**config.mk**
```make
export PLATFORM = sky130hd
export DESIGN_NAME = dma_desc_sched
export DESIGN_NICKNAME = d
export VERILOG_FILES = /design/src/rtl/dma_sched_pkg.sv /design/src/rtl/dma_desc_sched_arb.sv /design/src/rtl/dma_desc_sched.sv
export SDC_FILE = /design/constraint.sdc
export NUM_CORES = 1
export LEC_CHECK = 0
export ABC_AREA = 1
export CAP_MARGIN = 0
export CORE_ASPECT_RATIO = 0.5
export CORE_UTILIZATION = 41
export CTS_BUF_LIST = sky130_fd_sc_hd__clkbuf_16
export CTS_CLUSTER_SIZE = 14
export DETAILED_ROUTE_END_ITERATION = 12
export GPL_TIMING_DRIVEN = 0
export PLACE_DENSITY = 0.84
export SYNTH_ARGS = -nofsm -noshare
export SYNTH_HDL_FRONTEND = slang
export SYNTH_HIERARCHICAL = 1
export SYNTH_SLANG_ARGS = --single-unit
```
**constraint.sdc**
```tcl
create_clock -name i_clk -period 2.4 [get_ports i_clk]
set_input_delay 0.48 -clock i_clk [delete_from_list [all_inputs] [get_ports i_clk]]
set_output_delay 0.48 -clock i_clk [all_outputs]
set_load 0.01 [all_outputs]
```
**src/rtl/dma_sched_pkg.sv**
```systemverilog
// Shared types and widths for the DMA pBuf descriptor scheduler.
// States, descriptor field widths and FIFO word widths.
package dma_sched_pkg;

  localparam int ADDR_W   = 32;
  localparam int LEN_W    = 16;
  localparam int TAG_W    = 4;
  localparam int PBUFWR_W = 48;
  localparam int PBUFRD_W = 64;

  typedef enum logic [1:0] {
    IDLE,
    CAPTURE,
    ISSUE
  } state_t;

endpackage

```
**src/rtl/dma_desc_sched_arb.sv**
```systemverilog
// Round-robin pick over eligible requesters with a registered pointer.
// DMA_SCHED_PRIO_EN: requester 0 wins whenever eligible; pointer rotates over 1..N-1.
module rr_arbiter #(
  parameter int NUM_REQ = 4
) (
  input  logic                       i_clk,
  input  logic                       i_rst_n,
  input  logic [NUM_REQ-1:0]         elig,
  input  logic                       gnt_en,
  input  logic                       adv,
  input  logic [$clog2(NUM_REQ)-1:0] adv_id,
  output logic [NUM_REQ-1:0]         gnt,
  output logic [$clog2(NUM_REQ)-1:0] gnt_id
);

  localparam int IW = $clog2(NUM_REQ);

  logic [IW-1:0]      ptr;
  logic [IW-1:0]      ptr_nxt;
  logic [NUM_REQ-1:0] mask;
  logic               found;

  always_comb begin
    int j;
    j      = 0;
    gnt    = '0;
    gnt_id = '0;
    found  = 1'b0;
    mask   = elig;
`ifdef DMA_SCHED_PRIO_EN
    if (elig[0]) begin
      found  = 1'b1;
      gnt_id = '0;
    end
    mask[0] = 1'b0;
`endif
    for (int i = 0; i < NUM_REQ; i++) begin
      j = int'(ptr) + i;
      if (j >= NUM_REQ) j = j - NUM_REQ;
      if (!found && mask[j]) begin
        found  = 1'b1;
        gnt_id = IW'(j);
      end
    end
    if (gnt_en && found) gnt[gnt_id] = 1'b1;
  end

  always_comb begin
    ptr_nxt = adv_id + IW'(1);
    if (adv_id == IW'(NUM_REQ - 1)) begin
`ifdef DMA_SCHED_PRIO_EN
      ptr_nxt = IW'(1);
`else
      ptr_nxt = '0;
`endif
    end
  end

  always_ff @(posedge i_clk or negedge i_rst_n) begin
    if (!i_rst_n) begin
      ptr <= '0;
    end else if (adv) begin
`ifdef DMA_SCHED_PRIO_EN
      if (adv_id != '0) ptr <= ptr_nxt;
`else
      ptr <= ptr_nxt;
`endif
    end
  end

endmodule

```
**src/rtl/dma_desc_sched.sv**
```systemverilog
// Shares the DMA pBufWR/pBufRD descriptor path between NUM_REQ requesters.
// Optional strict priority for requester 0 via DMA_SCHED_PRIO_EN.
module dma_desc_sched
  import dma_sched_pkg::*;
#(
  parameter int NUM_REQ  = 4,
  parameter int WR_DEPTH = 16,
  parameter int CW       = 5
) (
  input  logic                      i_clk,
  input  logic                      i_rst_n,
  input  logic                      i_en,
  input  logic [NUM_REQ-1:0]        i_req_valid,
  output logic [NUM_REQ-1:0]        o_req_ready,
  input  logic [NUM_REQ-1:0]        i_req_dir,
  input  logic [NUM_REQ*ADDR_W-1:0] i_req_addr,
  input  logic [NUM_REQ*LEN_W-1:0]  i_req_len,
  output logic                      o_wren_pBufWR,
  output logic [PBUFWR_W-1:0]       o_din_pBufWR,
  output logic                      o_wren_pBufRD,
  output logic [PBUFRD_W-1:0]       o_din_pBufRD,
  input  logic                      i_wait_free_pBufWR,
  input  logic                      i_ret_pBufWR,
  output logic [CW-1:0]             o_credit_wr,
  output logic                      o_busy,
  output logic                      o_err
);

  localparam int IW  = $clog2(NUM_REQ);
  localparam int PAD = PBUFRD_W - TAG_W - LEN_W - ADDR_W;

  state_t               state;
  state_t               state_nxt;
  logic                 grant_go;
  logic [NUM_REQ-1:0]   elig;
  logic                 wr_ok;
  logic [NUM_REQ-1:0]   arb_gnt;
  logic [IW-1:0]        arb_id;
  logic [NUM_REQ-1:0]   gnt_q;
  logic [IW-1:0]        gid;
  logic                 dir_q;
  logic                 len_zero;
  logic [CW-1:0]        credit;
  logic                 ovf;
  logic [ADDR_W-1:0]    cap_addr;
  logic [LEN_W-1:0]     cap_len;
  logic                 cap_dir;

  assign wr_ok = (credit != '0) && !i_wait_free_pBufWR;
  assign elig  = i_req_valid & (i_req_dir | {NUM_REQ{wr_ok}});

  rr_arbiter #(.NUM_REQ(NUM_REQ)) u_arb (
    .i_clk   (i_clk),
    .i_rst_n (i_rst_n),
    .elig    (elig),
    .gnt_en  (grant_go),
    .adv     (state == CAPTURE),
    .adv_id  (gid),
    .gnt     (arb_gnt),
    .gnt_id  (arb_id)
  );

  always_comb begin
    state_nxt = state;
    grant_go  = 1'b0;
    unique case (state)
      IDLE: begin
        if (i_en && (|elig)) begin
          state_nxt = CAPTURE;
          grant_go  = 1'b1;
        end
      end
      CAPTURE: state_nxt = ISSUE;
      ISSUE:   state_nxt = IDLE;
      default: state_nxt = IDLE;
    endcase
  end

  assign cap_addr = i_req_addr[ADDR_W*gid +: ADDR_W];
  assign cap_len  = i_req_len[LEN_W*gid +: LEN_W];
  assign cap_dir  = i_req_dir[gid];

  assign o_req_ready   = (state == CAPTURE) ? gnt_q : '0;
  assign o_wren_pBufWR = (state == ISSUE) && !len_zero && !dir_q;
  assign o_wren_pBufRD = (state == ISSUE) && !len_zero && dir_q;
  assign o_busy        = (state != IDLE);
  assign o_credit_wr   = credit;

  // a return with every slot already free is a bookkeeping fault upstream
  assign ovf = i_ret_pBufWR && !o_wren_pBufWR && (credit == CW'(WR_DEPTH));

  always_ff @(posedge i_clk or negedge i_rst_n) begin
    if (!i_rst_n) begin
      state        <= IDLE;
      gnt_q        <= '0;
      gid          <= '0;
      dir_q        <= 1'b0;
      len_zero     <= 1'b0;
      o_din_pBufWR <= '0;
      o_din_pBufRD <= '0;
      credit       <= CW'(WR_DEPTH);
      o_err        <= 1'b0;
    end else begin
      state <= state_nxt;
      if (grant_go) begin
        gnt_q <= arb_gnt;
        gid   <= arb_id;
      end
      if (state == CAPTURE) begin
        dir_q    <= cap_dir;
        len_zero <= (cap_len == '0);
        if (cap_len != '0) begin
          if (cap_dir) o_din_pBufRD <= {{PAD{1'b0}}, TAG_W'(gid), cap_len, cap_addr};
          else         o_din_pBufWR <= {cap_len, cap_addr};
        end
      end
      if (i_ret_pBufWR && !o_wren_pBufWR) begin
        if (credit != CW'(WR_DEPTH)) credit <= credit + CW'(1);
      end else if (o_wren_pBufWR && !i_ret_pBufWR) begin
        credit <= credit - CW'(1);
      end
      if (((state == ISSUE) && len_zero) || ovf) o_err <= 1'b1;
    end
  end

endmodule
```
logic_types.png
The bar under the picture is 50 um long.
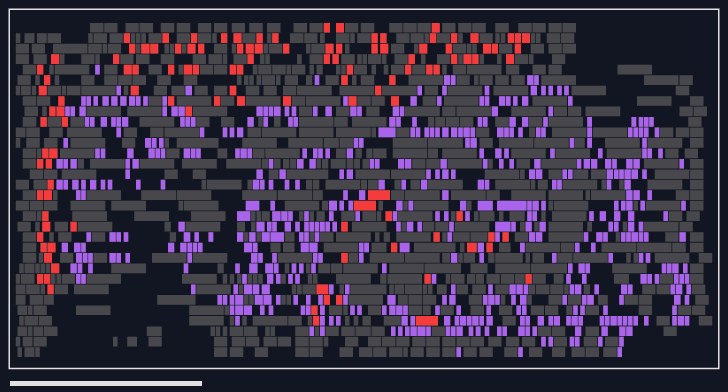
- purple: nand cells (cells 513; most used nand2_1)
- red: aoi and oai cells (cells 116; most used o21ai_0; where all over the die)

layer_met3.png
The bar under the picture is 50 um long.
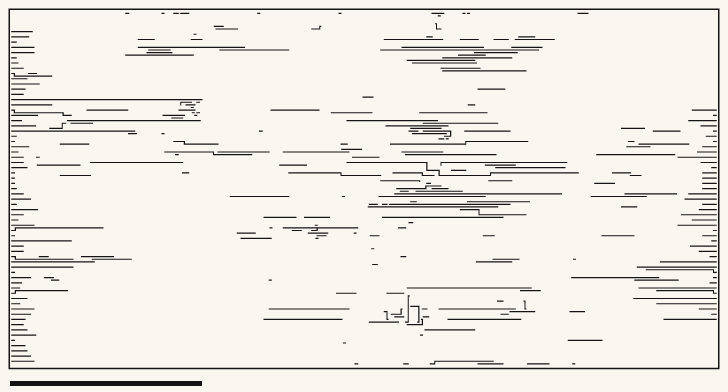
- wire length on this layer: 2350 um
- share of all routed wire: 8.6%
- nets with wire on the layer: 243
- main direction: horizontal
- longest straight run: 49.4 um

io_fan.png
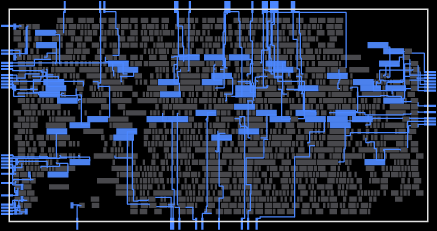
- blue: o_din_pBufRD (bits 64; direction output; end cells 64; buffers 64; wire 2580 um)

placement.png
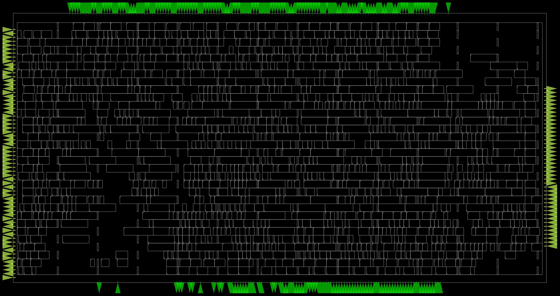
post-route core utilization: 70.5%
tap cells: 221
Floorplan Core Area: 15800 sq um
fill cell instance count of the final layout: 1252

cell_density.png
18 x 9 tiles, from black (low) to pale yellow (high), 0 to 100% covered.
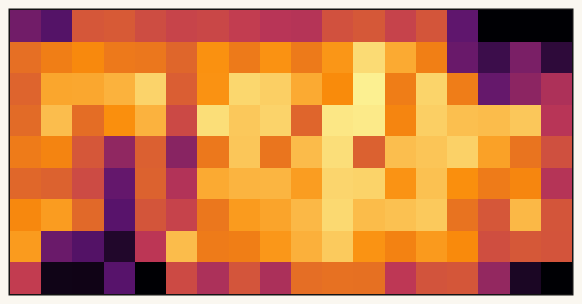
- tiles over 75% full: 36%
- fullest tile: 97%
- nearly empty tiles: 3.1%
- mean over tiles: 63%

==> impl_metrics.ini <==
; yosys + openroad results
[cts]
cts_tree = yes
clk_latency_ns = 0.41
postCtsSetupRepairBufs = 0

[cells_and_area]
areaGrowthSynthToFinish_pct = 63.7
ant_diodes = 0
n_clock_buffer = 17
non_clock_buffer_count = 397
lay_top_cells = nand2_1, clkdlybuf4s50_1, nand3_1
area_share_clock_buf_inv_pct = 5.29

[synthesis]
yosysWarningCount = 6
post-synth-top-area-fraction_pct = 42.4
post-synth-top-count-cell = nand2_1
top_flip_flop_cell_by_instance_count_after_synthesis = dfrtp_1
synth.top_cells.by_count = nand2_1, nand3_1, dfrtp_1, nor2_1, o21ai_0
synth_seq_share_pct = 42.8
synth_area_per_cell_sq_um = 6.91
yosysChipArea_sq_um = 6790
synth-seq-cells = 116
synthMuxAreaShare_pct = 0

[routing]
top_signal_layer_used = met4
final_antenna_net_count = 0
drt_first_pass_iters = 6

[global_route]
wire_length_of_the_first_global_routing_pass_mm = 40.4
grt_antenna_before_repair = 0
gr-total-overflow = 0
groute.usage.overall_pct = 30.5

[power_and_ir_drop]
pg_clk_mw = 2.55
seqPwrFrac_pct = 26.2
sequentialPower_mw = 3.47

[worst_setup_path]
arrival_ns = 1.91
ff2ff_setup_slack_ns = 0.04
crit_type = reg2out
worst_setup_path_end = o_wren_pBufRD
timing.rr.end = o_din_pBufRD[35]

[timing]
worstMarginPinSlew_ns = 0.649
setup_tns_ns = 0
timing.slew.headroom_pct = 56.5
finalSetupViolations = 0

[die]
rows = 32

[worst_hold_path]
hold_path_class = reg2reg

[placement]
placement_stage_worst_setup_slack_ns = -0.180
place.gp.congestion = 0.919
place_area_sq_um = 10300

[outcome]
run_status = complete, no violations
